$ cat src/rtl/uart_interface_ctrl_pkg.sv
// rtl/uart_interface_ctrl_pkg.sv - shared types and constants for the UART bus interface controller

package uart_interface_ctrl_pkg;

    typedef enum logic [1:0] {
        ST_IDLE      = 2'd0,
        ST_START     = 2'd1,
        ST_WAIT_BUSY = 2'd2,
        ST_WAIT_DONE = 2'd3
    } tx_state_e;

    localparam int CTRL_SEND    = 0;
    localparam int CTRL_NEW_RX  = 1;
    localparam int CTRL_OVERRUN = 2;

    localparam logic REG_SEL_CTRL = 1'b0;
    localparam logic REG_SEL_DATA = 1'b1;

    localparam logic ADDR_TX = 1'b0;
    localparam logic ADDR_RX = 1'b1;

    function automatic logic [31:0] pack_ctrl(input logic send, input logic new_rx, input logic overrun);
        logic [31:0] word;
        word               = '0;
        word[CTRL_SEND]    = send;
        word[CTRL_NEW_RX]  = new_rx;
        word[CTRL_OVERRUN] = overrun;
        return word;
    endfunction

endpackage

$ cat src/rtl/uart_interface_ctrl.sv
// rtl/uart_interface_ctrl.sv - CPU register front end and transmit handshake FSM for a UART core

module uart_interface_ctrl
    import uart_interface_ctrl_pkg::*;
#(
    parameter int BUSY_TIMEOUT = 16
) (
    input  logic        clk_i,
    input  logic        rst_i,
    input  logic        we_i,
    input  logic        reg_sel_i,
    input  logic        addr_i,
    input  logic [31:0] data_i,
    output logic [31:0] data_o,
    output logic        tx_start_o,
    output logic [7:0]  tx_data_o,
    input  logic        tx_busy_i,
    input  logic        rx_valid_i,
    input  logic [7:0]  rx_data_i
);

    localparam int CNT_W = $clog2(BUSY_TIMEOUT + 1);
    localparam logic [CNT_W-1:0] CNT_LAST = CNT_W'(BUSY_TIMEOUT - 1);

    tx_state_e   state_q, state_d;
    logic [CNT_W-1:0] cnt_q, cnt_d;
    logic        send_q, send_d;
    logic        new_rx_q, new_rx_d;
    logic        ovr_q, ovr_d;
    logic [7:0]  tx_data_q, tx_data_d;
    logic [7:0]  rx_data_q, rx_data_d;

    logic        ctrl_wr;
    logic        tx_wr;
    logic        send_clr;
    logic        unused_data;

    assign ctrl_wr     = we_i && (reg_sel_i == REG_SEL_CTRL);
    assign tx_wr       = we_i && (reg_sel_i == REG_SEL_DATA) && (addr_i == ADDR_TX);
    assign unused_data = ^data_i[31:8];

    // Transmit handshake: one-cycle start, then wait for the core to go busy and idle again
    always_comb begin
        state_d    = state_q;
        cnt_d      = cnt_q;
        send_clr   = 1'b0;
        tx_start_o = 1'b0;
        unique case (state_q)
            ST_IDLE: begin
                if (send_q) begin
                    state_d = ST_START;
                end
            end
            ST_START: begin
                tx_start_o = 1'b1;
                cnt_d      = '0;
                state_d    = ST_WAIT_BUSY;
            end
            ST_WAIT_BUSY: begin
                if (tx_busy_i) begin
                    state_d = ST_WAIT_DONE;
                end else if (cnt_q == CNT_LAST) begin
                    send_clr = 1'b1;
                    state_d  = ST_IDLE;
                end else begin
                    cnt_d = cnt_q + 1'b1;
                end
            end
            ST_WAIT_DONE: begin
                if (!tx_busy_i) begin
                    send_clr = 1'b1;
                    state_d  = ST_IDLE;
                end
            end
            default: state_d = ST_IDLE;
        endcase
    end

    always_comb begin
        send_d    = send_q;
        new_rx_d  = new_rx_q;
        ovr_d     = ovr_q;
        tx_data_d = tx_data_q;
        rx_data_d = rx_data_q;

        if (send_clr) begin
            send_d = 1'b0;
        end else if (ctrl_wr && data_i[CTRL_SEND] && !send_q) begin
            send_d = 1'b1;
        end

        if (tx_wr && !send_q) begin
            tx_data_d = data_i[7:0];
        end

        // Software clears are applied first so a same-cycle receive wins
        if (ctrl_wr && !data_i[CTRL_NEW_RX]) begin
            new_rx_d = 1'b0;
        end
        if (ctrl_wr && !data_i[CTRL_OVERRUN]) begin
            ovr_d = 1'b0;
        end
        if (rx_valid_i) begin
            rx_data_d = rx_data_i;
            new_rx_d  = 1'b1;
            if (new_rx_q) begin
                ovr_d = 1'b1;
            end
        end
    end

    always_ff @(posedge clk_i) begin
        if (rst_i) begin
            state_q   <= ST_IDLE;
            cnt_q     <= '0;
            send_q    <= 1'b0;
            new_rx_q  <= 1'b0;
            ovr_q     <= 1'b0;
            tx_data_q <= 8'h00;
            rx_data_q <= 8'h00;
        end else begin
            state_q   <= state_d;
            cnt_q     <= cnt_d;
            send_q    <= send_d;
            new_rx_q  <= new_rx_d;
            ovr_q     <= ovr_d;
            tx_data_q <= tx_data_d;
            rx_data_q <= rx_data_d;
        end
    end

    assign tx_data_o = tx_data_q;

    always_comb begin
        data_o = '0;
        if (reg_sel_i == REG_SEL_CTRL) begin
            data_o = pack_ctrl(send_q, new_rx_q, ovr_q);
        end else if (addr_i == ADDR_TX) begin
            data_o = {24'b0, tx_data_q};
        end else begin
            data_o = {24'b0, rx_data_q};
        end
    end

endmodule

$ cat config.mk
export PLATFORM = sky130hd
export DESIGN_NAME = uart_interface_ctrl
export DESIGN_NICKNAME = d
export VERILOG_FILES = /design/src/rtl/uart_interface_ctrl_pkg.sv /design/src/rtl/uart_interface_ctrl.sv
export SDC_FILE = /design/constraint.sdc
export NUM_CORES = 1
export LEC_CHECK = 0
export ABC_AREA = 1
export CAP_MARGIN = 0
export CELL_PAD_IN_SITES_DETAIL_PLACEMENT = 0
export CELL_PAD_IN_SITES_GLOBAL_PLACEMENT = 1
export CORE_ASPECT_RATIO = 1.5
export CORE_UTILIZATION = 25
export DETAILED_ROUTE_END_ITERATION = 10
export PLACE_DENSITY_LB_ADDON = 0.1
export SYNTH_ARGS = -nofsm -noshare
export SYNTH_HDL_FRONTEND = slang
export SYNTH_SLANG_ARGS = --single-unit
$ cat constraint.sdc
create_clock -name clk_i -period 2.2 [get_ports clk_i]
set_input_delay 0.44 -clock clk_i [delete_from_list [all_inputs] [get_ports clk_i]]
set_output_delay 0.44 -clock clk_i [all_outputs]
set_load 0.01 [all_outputs]
Fig. 1: run 1, close-up of the layout
Window x 32 to 62, y 8 to 38 µm. Cells in gray, sequential cells in the stronger gray; small squares are vias.
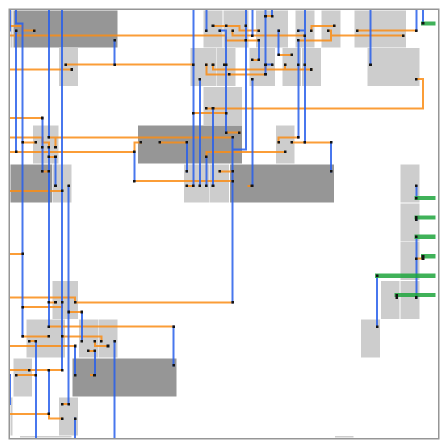
- orange: metal 1
- blue: metal 2
- green: metal 3
- cells with their middle in the window: 35
- sequential cells in the window: 4
- most frequent: nor2_1 (6), conb_1 (6), dfxtp_1 (4)
- netlist names of flops here include: state_q (2)

Fig. 2: run 1, sequential cells colored by netlist name
Scale bar: 20 µm. Other sequential cells in the stronger gray, the rest of the logic in the fainter gray.
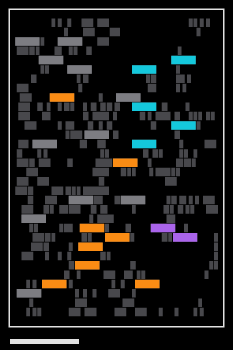
- purple: state_q (flops 2)
- orange: rx_data_q (flops 8)
- cyan: cnt_q (flops 5)
- not colored: 11
sequential-cell power consumption: 510 µW
post-route core utilization: 0.354
share of cell area taken by flip-flops and latches: 0.285
area used by sequential logic in the layout: 520 µm²

Fig. 3: run 1, sizing map
Scale bar: 20 µm.
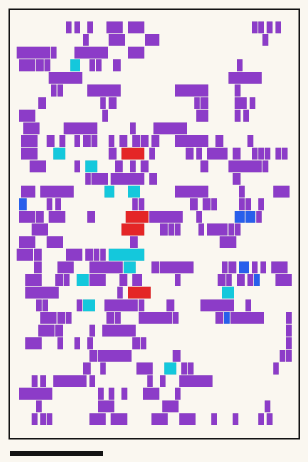
- blue: _2 cells (cells 6)
- red: _6 and larger (cells 4)
- purple: _0 and _1 cells (cells 219)
- cyan: _3 and _4 cells (cells 11)
cell area after layout: 1830 µm²
bufs w/o clock: 47
final worst-path setup slack: 0.112 ns
Area growth, synth to finish: 35.0%

-- run 1: state kept, by name, summed over array words and instances, names as in the netlist --
| name | count |
|---|---|
| ovr_q | 1 |
| new_rx_q | 1 |
| rx_data_q | 8 |
| send_q | 1 |
| state_q | 2 |
| tx_data_o | 8 |
| cnt_q | 5 |
-- run 1: placed cells by master, fill, tap and decap left out, types with 4 or more instances in the layout --
master                            netlist  layout
sky130_fd_sc_hd__nand2_1               18      18
sky130_fd_sc_hd__inv_1                 11      11
sky130_fd_sc_hd__conb_1                 1      24
sky130_fd_sc_hd__o21ai_0               27      27
sky130_fd_sc_hd__dfxtp_1               26      26
sky130_fd_sc_hd__nor2_1                52      52
sky130_fd_sc_hd__a21oi_1                9       9
sky130_fd_sc_hd__nand3_1                6       6
sky130_fd_sc_hd__clkdlybuf4s50_1        0      36
sky130_fd_sc_hd__clkbuf_8               0       4
sky130_fd_sc_hd__buf_4                 24       8
-- run 1: layout make-up --
class / count / area, µm²
Clock buffer: 4 / 55.1
Fill cell: 594 / 3340
Inverter: 16 / 65.1
Multi-Input combinational cell: 147 / 659
Sequential cell: 26 / 520
Tap cell: 68 / 85.1
Timing Repair Buffer: 47 / 443
-- run 1: through the flow --
stage | setup WS [ns] | hold WS (ns) | cell area, µm²
floorplan | 0.788 | 0.444 | 1440
global placement | -0.299 | 0.471 | 1780
detailed placement | -0.287 | 0.470 | 1780
CTS | 0.00251 | 0.487 | 1830
global route | 0.00619 | 0.510 | 1830
finish | 0.112 | 0.486 | 1830
-- run 1: final timing paths --
path	from	end	slack [ns]	depth (start not counted)
min	cnt_q[4]	cnt_q[4]	0.49	2
max	reg_sel_i	data_o[0]	0.11	4
max reg2reg	cnt_q[0]	cnt_q[0]	0.71	8
min reg2reg	cnt_q[4]	cnt_q[4]	0.49	2
==> qor.txt, run 1 <==
Biggest fanout along the worst timing path = 6
Total negative setup slack = 0 ns
Core Density at Floorplan = 0.262
Combinational power = 201 µW
Post-Synthesis Cell Area = 1350 µm²
Post-route clock skew = 0.00674 ns
Area fraction in compound gates after synthesis = 0.151
Fraction of registers with async set or reset after synthesis = 0
Power dissipated by switching net loads = 284 µW
Clock root buffer = sky130_fd_sc_hd__clkbuf_8
Top logic cell family in the synthesized netlist = simple AND/OR/NAND/NOR gates
GR peak layer = met2
Proportion of power drawn by flip-flops and latches = 0.492
Length of routed met3 wiring = 141 µm
Post-synth area from yosys stat = 1350 µm²
Max-slew violation count = 0
Cell with the largest stage delay on the worst path = sky130_fd_sc_hd__clkdlybuf4s50_1
Final min period = 2.09 ns
Register share after synthesis = 0.384
Clock sink total = 26
TritonCTS clock tree = yes
Antenna-violating nets left = 0
Sum of internal, switching and leakage power = 1040 µW
Hold buffer count at cts = 0
Met2 layer wire length in the routed design = 1.89 mm
Maximum clock frequency = 479 MHz
Largest buffer count on any clock path = 2
Max incr delay on CP = 0.57 ns
First-pass GRT wire length = 5.78 mm
Average via count per standard cell = 4.14
Fraction of layout instances using a drive strength above 1 = 0.0875
Mux cell area share after synthesis = 0
Global routing met3 resource utilization = 0.0226
Global-route usage over all layers = 0.138
Synthesized-area fraction occupied by adder cells = 0.0185
Post-synthesis average cell area = 7.01 µm²
Most instantiated flip-flop cell in the synthesis netlist = sky130_fd_sc_hd__dfxtp_1
Top cells by area = sky130_fd_sc_hd__dfxtp_1 (38%), sky130_fd_sc_hd__nor2_1 (14%), sky130_fd_sc_hd__buf_4 (13%)
First-iteration detailed-routing DRC count = 20
Critical Path RT = 1.76 ns
Clock share of power = 0.313
Commonest cells in the netlist = sky130_fd_sc_hd__nor2_1 (52), sky130_fd_sc_hd__o21ai_0 (27), sky130_fd_sc_hd__dfxtp_1 (26), sky130_fd_sc_hd__buf_4 (24), sky130_fd_sc_hd__nand2_1 (18)
Remaining global-route overflow = 0
Classification of the worst-slack hold path = register to register
Total number of yosys warnings = 0
Post-synthesis sequential element count = 26
Number of global-route vias before repair = 1,234
Critical path type = primary input to output port
Antenna violations before repair = 0
Quantity of I/O buffers inserted on ports = 39
Setup crit start kind = primary input
Peak supply drop = 211 µV
Cell area power density = 567 nW/µm²
Synth area leader = sky130_fd_sc_hd__dfxtp_1
Cell internal pwr = 752 µW
Crit. End Element = output port
Post-layout period usage = 0.949
Pin count of the biggest net entering global routing = 20
Setup repair after global routing missed its margin = no
Most common cell in the synthesized netlist = sky130_fd_sc_hd__nor2_1
Via total after detailed routing = 1,275
Kind of cell adding the most delay to the critical path = buffers and inverters
Number of H-tree levels = 1
DRT met1 WL = 1.51 mm
EDFF count, synth = 0
Die height = 92.1 µm
Highest metal layer with signal wires = met4
Number of buffers inserted by post-CTS setup repair = 0
P_leak = 0.000760 µW
Met1 Resource Use GR = 0.158
Area share of and/or/nand/nor cells after synthesis = 0.251
Non-filler cells, final = 308
Switching Fraction = 0.274
Nets = 290
Die area = 5720 µm²
Area share of the leading cell type in the synthesized netlist = 0.384
Distinct cells, synth = 21
Clock transition time at the flip-flop clock pins of the worst setup and hold paths = 0.10 ns
Post-Place Cells = 304
Run status = complete, no violations
Post-synthesis cell count from yosys = 193
Total iterations of the first detailed-routing run = 4
Drt drc = 0
Fig. 4: run 1, clock routing
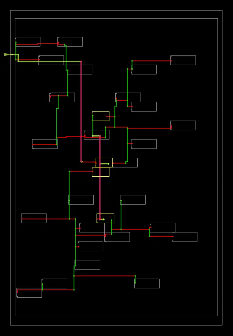

==> inputs of run 2 (changes only) <==
--- a/config.mk
+++ b/config.mk
@@ -10,6 +10,7 @@
 export CELL_PAD_IN_SITES_DETAIL_PLACEMENT = 0
 export CELL_PAD_IN_SITES_GLOBAL_PLACEMENT = 1
 export CORE_ASPECT_RATIO = 1.5
+export CORE_MARGIN = 2
 export CORE_UTILIZATION = 25
 export DETAILED_ROUTE_END_ITERATION = 10
 export PLACE_DENSITY_LB_ADDON = 0.1
Fig. 5: run 2, clock routing
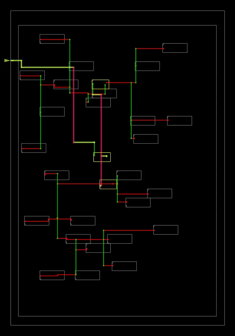
Clock buffer cells: 3
number of flip-flops and latches: 26

Fig. 6: run 2, close-up of the layout
Window x 33 to 63, y 9 to 39 µm. Cells in gray, sequential cells in the stronger gray; small squares are vias.
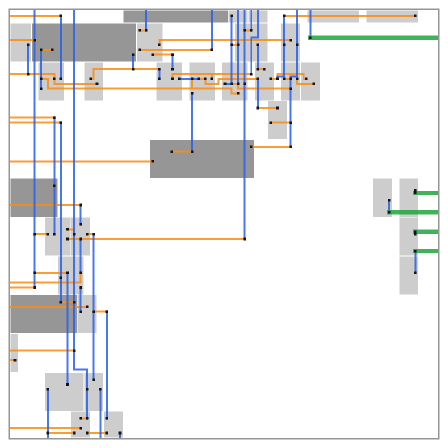
- blue: metal 2
- orange: metal 1
- green: metal 3
- sequential cells in the window: 3
- most frequent: nor2_1 (5), conb_1 (4)
- cells with their middle in the window: 27

==> run 2 against run 1 <==
- final cell count down 0.32%
- non-clock buffer count unchanged
- sequential power about the same
- die size up 5.5%
- global-route usage down 0.86 points
- largest cell class unchanged
==> qor.txt, run 2 <==
Total iterations of the first detailed-routing run = 4 (unchanged)
Post-synthesis average cell area = 7.01 µm² (unchanged)
Number of H-tree levels = 1 (unchanged)
Met2 layer wire length in the routed design = 1.85 mm (-2.0%)
Endpoint of the worst hold-timing path = state_q[0]
Total negative setup slack = 0 ns (unchanged)
Post-route core utilization = 0.352 (-0.00194)
Most frequent standard cell in the layout excluding fill and tap cells = sky130_fd_sc_hd__nor2_1
Setup repair after global routing missed its margin = no
First-iteration detailed-routing DRC count = 26 (+30%)
Post-Place Cells = 304 (unchanged)
Biggest fanout along the worst timing path = 6 (unchanged)
Distinct cells, synth = 21 (unchanged)
First-pass GRT wire length = 6.07 mm (+5.0%)
Fraction of layout instances using a drive strength above 1 = 0.0837 (-0.00382)
Average via count per standard cell = 4.01 (-3.1%)
Commonest cells in the netlist = sky130_fd_sc_hd__nor2_1 (52), sky130_fd_sc_hd__o21ai_0 (27), sky130_fd_sc_hd__dfxtp_1 (26), sky130_fd_sc_hd__buf_4 (24), sky130_fd_sc_hd__nand2_1 (18)
Post-synthesis cell count from yosys = 193 (unchanged)
Final worst-path setup slack = 0.107 ns (-0.00475 ns)
Clock sink total = 26 (unchanged)
Post-route clock skew = 0.00249 ns (-0.00425 ns)
Reg-to-reg endpoint = cnt_q[0]
Die height = 94.1 µm (+2.2%)
Global-route usage over all layers = 0.129 (-0.00857)
Die area = 6030 µm² (+5.5%)
Core Density at Floorplan = 0.262 (unchanged)
Quantity of I/O buffers inserted on ports = 39 (unchanged)
Drt drc = 0 (unchanged)
Synth area leader = sky130_fd_sc_hd__dfxtp_1
GR peak layer = met2
Post-synthesis sequential element count = 26 (unchanged)
Length of routed met3 wiring = 193 µm (+37%)
Placement-stage cell area = 1780 µm² (unchanged)
Clock transition time at the flip-flop clock pins of the worst setup and hold paths = 0.09 ns (about the same)
Run status = complete, no violations
DRT met1 WL = 1.49 mm (-1.1%)
Crit. End Element = output port
Worst hold path startpoint = send_q
Non-filler cells, final = 307 (-0.32%)
Global routing met3 resource utilization = 0.0288 (+0.00621)
Area share of the leading cell type in the synthesized netlist = 0.384 (unchanged)
Cell area after layout = 1820 µm² (-0.55%)
Max-slew violation count = 0 (unchanged)
Largest buffer count on any clock path = 2 (unchanged)
Top cells by area = sky130_fd_sc_hd__dfxtp_1 (38%), sky130_fd_sc_hd__nor2_1 (14%), sky130_fd_sc_hd__buf_4 (13%)
Register-to-register setup slack = 0.71 ns (about the same)
P_leak = 0.000764 µW (+0.53%)
Number of global-route vias before repair = 1,371 (+11%)
Reg2reg start = cnt_q[0]
Final hold slack = 0.482 ns (-0.00396 ns)
Final min period = 2.09 ns (+0.00475 ns)
Post-layout period usage = 0.951 (+0.00216)
Most frequent cells in the layout = sky130_fd_sc_hd__nor2_1 (52), sky130_fd_sc_hd__clkdlybuf4s50_1 (36), sky130_fd_sc_hd__o21ai_0 (27)
Worst r2r path cells = 8 (unchanged)
Antenna-violating nets left = 0 (unchanged)
Arrival @ worst endpoint = 1.65 ns
Via total after detailed routing = 1,231 (-3.5%)
Register share after synthesis = 0.384 (unchanged)
Most common cell in the synthesized netlist = sky130_fd_sc_hd__nor2_1
Total number of yosys warnings = 0 (unchanged)
Antenna violations before repair = 0 (unchanged)
EDFF count, synth = 0 (unchanged)
Most instantiated flip-flop cell in the synthesis netlist = sky130_fd_sc_hd__dfxtp_1
Cell area power density = 541 nW/µm² (-4.5%)
Setup Slack @ Placement = -0.251 ns (+0.0362 ns)
TritonCTS clock tree = yes
Nets = 290 (unchanged)
Pin count of the biggest net entering global routing = 20 (unchanged)
Post-Synthesis Cell Area = 1350 µm² (unchanged)
Max incr delay on CP = 0.57 ns (about the same)
Setup crit start kind = primary input
Sum of internal, switching and leakage power = 983 µW (-5.1%)
Kind of cell adding the most delay to the critical path = buffers and inverters
Maximum clock frequency = 478 MHz (-0.23%)
Fraction of registers with async set or reset after synthesis = 0 (unchanged)
Clock root buffer = sky130_fd_sc_hd__clkbuf_8
Peak supply drop = 232 µV (+9.7%)
Highest metal layer with signal wires = met4
Combined buffer and inverter count along the critical path = 3
Remaining global-route overflow = 0 (unchanged)
Cell with the largest stage delay on the worst path = sky130_fd_sc_hd__clkdlybuf4s50_1
Post-synth area from yosys stat = 1350 µm² (unchanged)
Critical Path RT = 1.76 ns (about the same)
Area growth, synth to finish = 34.3%
## run 2: cell counts after synthesis
Identical to the previous run, type by type.
## run 2: cells by family (layout without fill, tap and decap cells)
logic type	after synthesis	in the layout	share of synthesized area
fa+ha+maj	2	2	0.0185
compound gates	40	40	0.151
flops	26	26	0.384
simple gates	81	81	0.251
other cells	1	24	0.00277
buf+inv	43	66	0.192
## run 2: layout make-up
type / count / area, µm²
clock buffer: 3 / 41.3
inverter: 16 / 65.1
fill: 569 / 3350
sequential: 26 / 520
multi-input combinational: 147 / 659
timing repair buffer: 47 / 447
tap: 68 / 85.1
## run 2: how the worst max path moves through the flow
stage          startpoint   endpoint  slack [ns]  depth (start not counted)
2_1_floorplan   reg_sel_i  data_o[1]        0.79                          3
3_3_place_gp       addr_i  data_o[2]       -0.32                          5
3_5_place_dp       addr_i  data_o[2]       -0.25                          5
4_1_cts            addr_i  data_o[3]       0.004                          5
5_1_grt         reg_sel_i  data_o[3]        0.03                          5
6_report        reg_sel_i  data_o[0]        0.11                          4
## run 2: where the power goes
group / switching, µW / internal [µW]
clock: 149 / 123
sequential: 15.9 / 494
combinational: 104 / 97.7
total: 269 / 715
## run 2: worst reg2reg max path, cell delays in order (launching register included)
cell and delay (ns):
sky130_fd_sc_hd__dfxtp_1 0.34, sky130_fd_sc_hd__ha_1 0.21, sky130_fd_sc_hd__nand2_1 0.08, sky130_fd_sc_hd__nor2_1 0.05, sky130_fd_sc_hd__ha_1 0.19, sky130_fd_sc_hd__nor2_1 0.14
sky130_fd_sc_hd__nand2_2 0.13, sky130_fd_sc_hd__a21boi_0 0.18, sky130_fd_sc_hd__nor2_1 0.06
## run 2: timing repair
item,4_1_cts,5_1_grt
hold buffers,0,0
setup endpoints to repair,8,7
pin swaps,0,0
gates resized,2,3
buffers inserted,0,0
Power figures rest on the tool's default switching activity, not on a simulated workload.
